## src/rtl/fma_driver.sv

```systemverilog
// Sequences dot-product jobs onto an external registered FMA: seeds the accumulator
// with a bias on the first pair, streams pairs, then captures the FMA result.
module fma_driver #(
    parameter int WIDTH     = 16,
    parameter int CNT_WIDTH = 8
) (
    input  logic                 clk_in,
    input  logic                 rst_in,
    input  logic                 start_in,
    input  logic [WIDTH-1:0]     bias_in,
    input  logic [WIDTH-1:0]     op_a_in,
    input  logic [WIDTH-1:0]     op_b_in,
    input  logic                 op_valid_in,
    input  logic                 op_last_in,
    output logic                 op_ready_out,
    output logic [WIDTH-1:0]     fma_a_out,
    output logic [WIDTH-1:0]     fma_b_out,
    output logic [WIDTH-1:0]     fma_c_out,
    output logic                 fma_a_valid_out,
    output logic                 fma_b_valid_out,
    output logic                 fma_c_valid_out,
    output logic                 fma_compute_out,
    input  logic [WIDTH-1:0]     fma_result_in,
    output logic [WIDTH-1:0]     result_out,
    output logic                 result_valid_out,
    input  logic                 result_ready_in,
    output logic [CNT_WIDTH-1:0] terms_out,
    output logic                 busy_out
);

    typedef enum logic [1:0] {IDLE, ISSUE, DRAIN, RESULT} state_t;

    state_t               state_q, state_d;
    logic [WIDTH-1:0]     bias_q;
    logic [WIDTH-1:0]     result_q;
    logic [CNT_WIDTH-1:0] terms_q;
    logic                 first_q;
    logic                 hs;

    assign hs = op_valid_in & (state_q == ISSUE);

    always_ff @(posedge clk_in or negedge rst_in) begin
        if (!rst_in) state_q <= IDLE;
        else         state_q <= state_d;
    end

    always_comb begin
        state_d = state_q;
        case (state_q)
            IDLE:    if (start_in)        state_d = ISSUE;
            ISSUE:   if (hs && op_last_in) state_d = DRAIN;
            DRAIN:                         state_d = RESULT;
            RESULT:  if (result_ready_in) state_d = IDLE;
            default:                       state_d = IDLE;
        endcase
    end

    // FMA buses are zero whenever no pair is handed over, so the FMA sees clean idle inputs
    always_comb begin
        op_ready_out     = (state_q == ISSUE);
        busy_out         = (state_q != IDLE);
        result_valid_out = (state_q == RESULT);
        fma_a_out        = '0;
        fma_b_out        = '0;
        fma_c_out        = '0;
        fma_a_valid_out  = 1'b0;
        fma_b_valid_out  = 1'b0;
        fma_c_valid_out  = 1'b0;
        fma_compute_out  = 1'b0;
        if (hs) begin
            fma_a_out       = op_a_in;
            fma_b_out       = op_b_in;
            fma_a_valid_out = 1'b1;
            fma_b_valid_out = 1'b1;
            fma_compute_out = 1'b1;
            if (first_q) begin
                fma_c_out       = bias_q;
                fma_c_valid_out = 1'b1;
            end
        end
    end

    // Job bookkeeping: bias/flag/counter at start, result capture in the drain cycle
    always_ff @(posedge clk_in or negedge rst_in) begin
        if (!rst_in) begin
            bias_q   <= '0;
            result_q <= '0;
            terms_q  <= '0;
            first_q  <= 1'b0;
        end else begin
            if (state_q == IDLE && start_in) begin
                bias_q  <= bias_in;
                terms_q <= '0;
                first_q <= 1'b1;
            end
            if (hs) begin
                first_q <= 1'b0;
                if (terms_q != {CNT_WIDTH{1'b1}})
                    terms_q <= terms_q + CNT_WIDTH'(1);
            end
            if (state_q == DRAIN)
                result_q <= fma_result_in;
        end
    end

    assign result_out = result_q;
    assign terms_out  = terms_q;

endmodule

```

## config.mk

```make
export PLATFORM = sky130hd
export DESIGN_NAME = fma_driver
export DESIGN_NICKNAME = d
export VERILOG_FILES = /design/src/rtl/fma_driver.sv
export SDC_FILE = /design/constraint.sdc
export NUM_CORES = 1
export LEC_CHECK = 0
export CAP_MARGIN = 30
export CORE_MARGIN = 8
export CORE_UTILIZATION = 36
export DETAILED_ROUTE_END_ITERATION = 12
export GPL_TIMING_DRIVEN = 0
export PLACE_DENSITY = 0.81
export SETUP_SLACK_MARGIN = 0.02
export SLEW_MARGIN = 20
export SYNTH_ARGS = -nofsm -noshare
export SYNTH_HDL_FRONTEND = slang
export SYNTH_SLANG_ARGS = --single-unit
export TNS_END_PERCENT = 10
```

## constraint.sdc

```tcl
create_clock -name clk_in -period 1.85 [get_ports clk_in]
set_clock_uncertainty 0.1 [all_clocks]
set_input_delay 0.185 -clock clk_in [delete_from_list [all_inputs] [get_ports clk_in]]
set_output_delay 0.185 -clock clk_in [all_outputs]
set_load 0.02 [all_outputs]
```

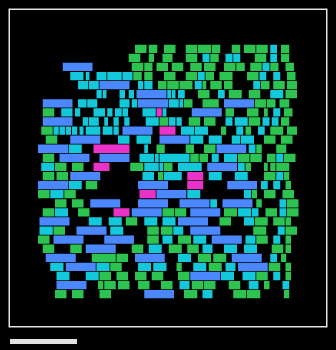
*Placed cells, one color a class, run 1*
The bar under the picture is 20 microns long.
[clock drivers and dummy loads] magenta | cells: 8
[sequential cells] blue | cells: 43
[remaining buffers and delay cells] green | cells: 170
[combinational and other logic] cyan | cells: 139
fin util: 66.8%
Core Region: 5960 sq um
flop share of the area: 27.0%
Final Cell Area: 3980 sq um

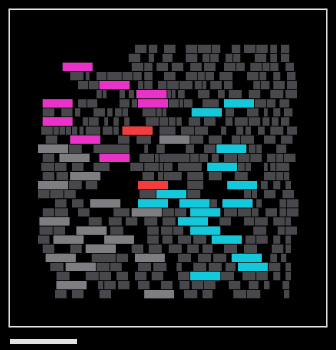
*Sequential cells grouped by signal name, run 1*
The bar under the picture is 20 microns long. Other sequential cells in the stronger gray, the rest of the logic in the fainter gray.
[`state_q`] red | placed flops: 2
[`bias_q`] cyan | placed flops: 16
[`terms_out`] magenta | placed flops: 8

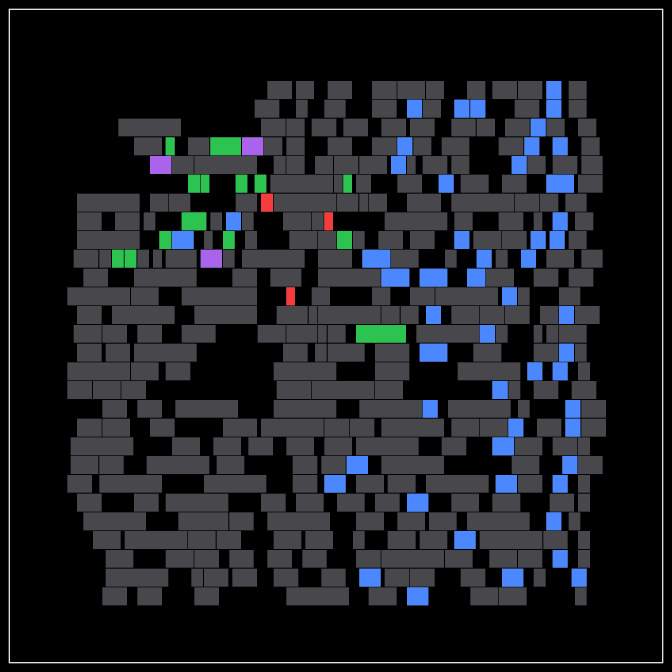
*Gate-type map, run 1*
[xor and xnor cells] purple | cells: 3
[nor cells] red | cells: 3
[and/or cells] blue | cells: 52
[nand cells] green | cells: 14
combinational share of cell area: 28.2%
fin cells: 435
Commonest Layout Cell: clkdlybuf4s50_1

==> run_results.csv, run 1 <==
group,metric,value,unit
pwr,power,5.33,mW
pwr,pg_clk,0.753,mW
die,n_tap_cell,75,
die,die_w,94.6,microns
cts,ctsLongestPathBuffers,2,
timing,finalSetupViolations,0,
timing,setup_tns,0,ps
global_routing,busiest_layer,"met2",
pwr,intPower,3.36,mW
route,drc_errors,0,
pwr,power_switching,1.96,mW
status,status,"completed",
pwr,irDropWorstVdd,1.00,mV
critical_path,r2r_end,"result_out[15]",
yosys,syn_area,2220,sq um
layout,regArea,1080,sq um
yosys,synth_warnings,0,
critical_path,crit_type,"register to output pin",
timing,whs,251,ps
pwr,p_comb_share,55.6,%
layout,buf_share,38.6,%
route,drt_iter0_markers,46,
==> run 2: changes to the inputs <==
Settings changed: CAP_MARGIN 30 to 0, MAX_ROUTING_LAYER set to met4.
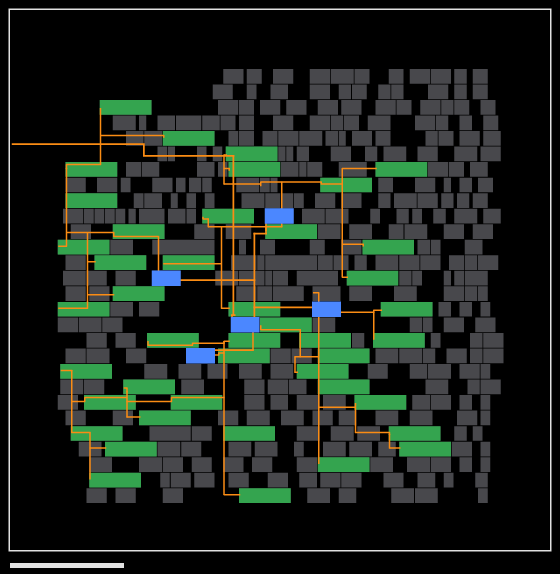
*Clock wires, drivers and flops, run 2*
The bar under the picture is 20 microns long.
[flip-flops] green | count: 43
[clock drivers] blue | count: 5
[clock wires] orange | length: 539 microns
routed clock nets: 6

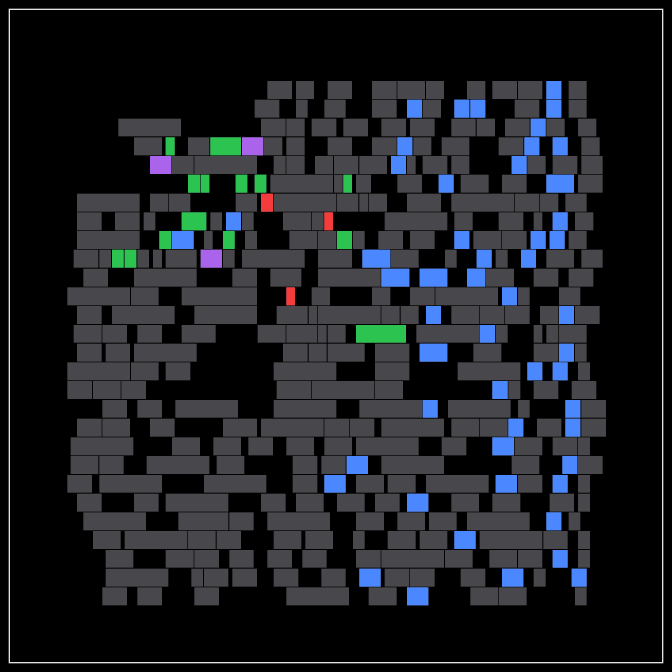
*Gate-type map, run 2*
[nor cells] red | cells: 3
[nand cells] green | cells: 14
[and/or cells] blue | cells: 52
[xor and xnor cells] purple | cells: 3

==> run_results.csv, run 2 <==
group,metric,value,unit
status,status,"completed",
critical_path,r2r_end,"state_q[1]",
route,totalWireLength,7.63,mm
critical_path,crit_type,"register to output pin",
layout,buf_share,38.6,%
yosys,edf_count,0,
die,die_w,94.6,microns
timing,finalCritPeriodShare,99.4,%
die,coreArea,5960,sq um
layout,final_core_util,66.9,%
timing,finalSetupViolations,0,
critical_path,critPathLaunchType,"register",
yosys,netlist_instances,195,
layout,sh_comb_area,28.2,%
cts,ctsLongestPathBuffers,2,
timing,setup_tns,0,ps
route,drc_errors,0,
global_routing,busiest_layer,"met2",
timing,min_period,1840,ps
layout,final_area,3980,sq um
route,antenna_left,0,
yosys,ys_sh_adder,3.38,%
pwr,power_switching,1.96,mW
pwr,irDropWorstVdd,1.00,mV
yosys,synthAoiAreaFrac,6.36,%
yosys,syn_area,2220,sq um
cts,post_cts_buffers,6,
critical_path,slowest_delay,400,ps
layout,layoutNonFillerInstCount,435,
global_routing,grt_use_met2,28.8,%
layout,regArea,1080,sq um
layout,seq_share,27.0,%
route,drt_iter0_markers,55,
pwr,power,5.33,mW
yosys,synth_warnings,0,
layout,layout.cells.most_common,"clkdlybuf4s50_1",
pwr,p_comb_share,55.6,%
cts,worstSkewPairLatency,290,ps
timing,whs,250,ps
run,warnings,32,
pwr,intPower,3.37,mW
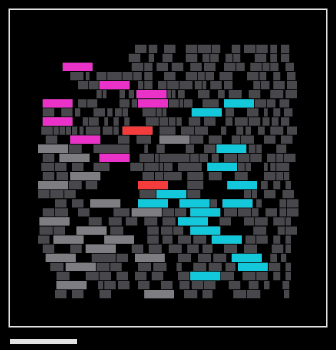
*Sequential cells grouped by signal name, run 2*
The bar under the picture is 20 microns long. Other sequential cells in the stronger gray, the rest of the logic in the fainter gray.
[`bias_q`] cyan | placed flops: 16
[`state_q`] red | placed flops: 2
[`terms_out`] magenta | placed flops: 8

No activity file was given, so power comes from the tool's default toggle rates.
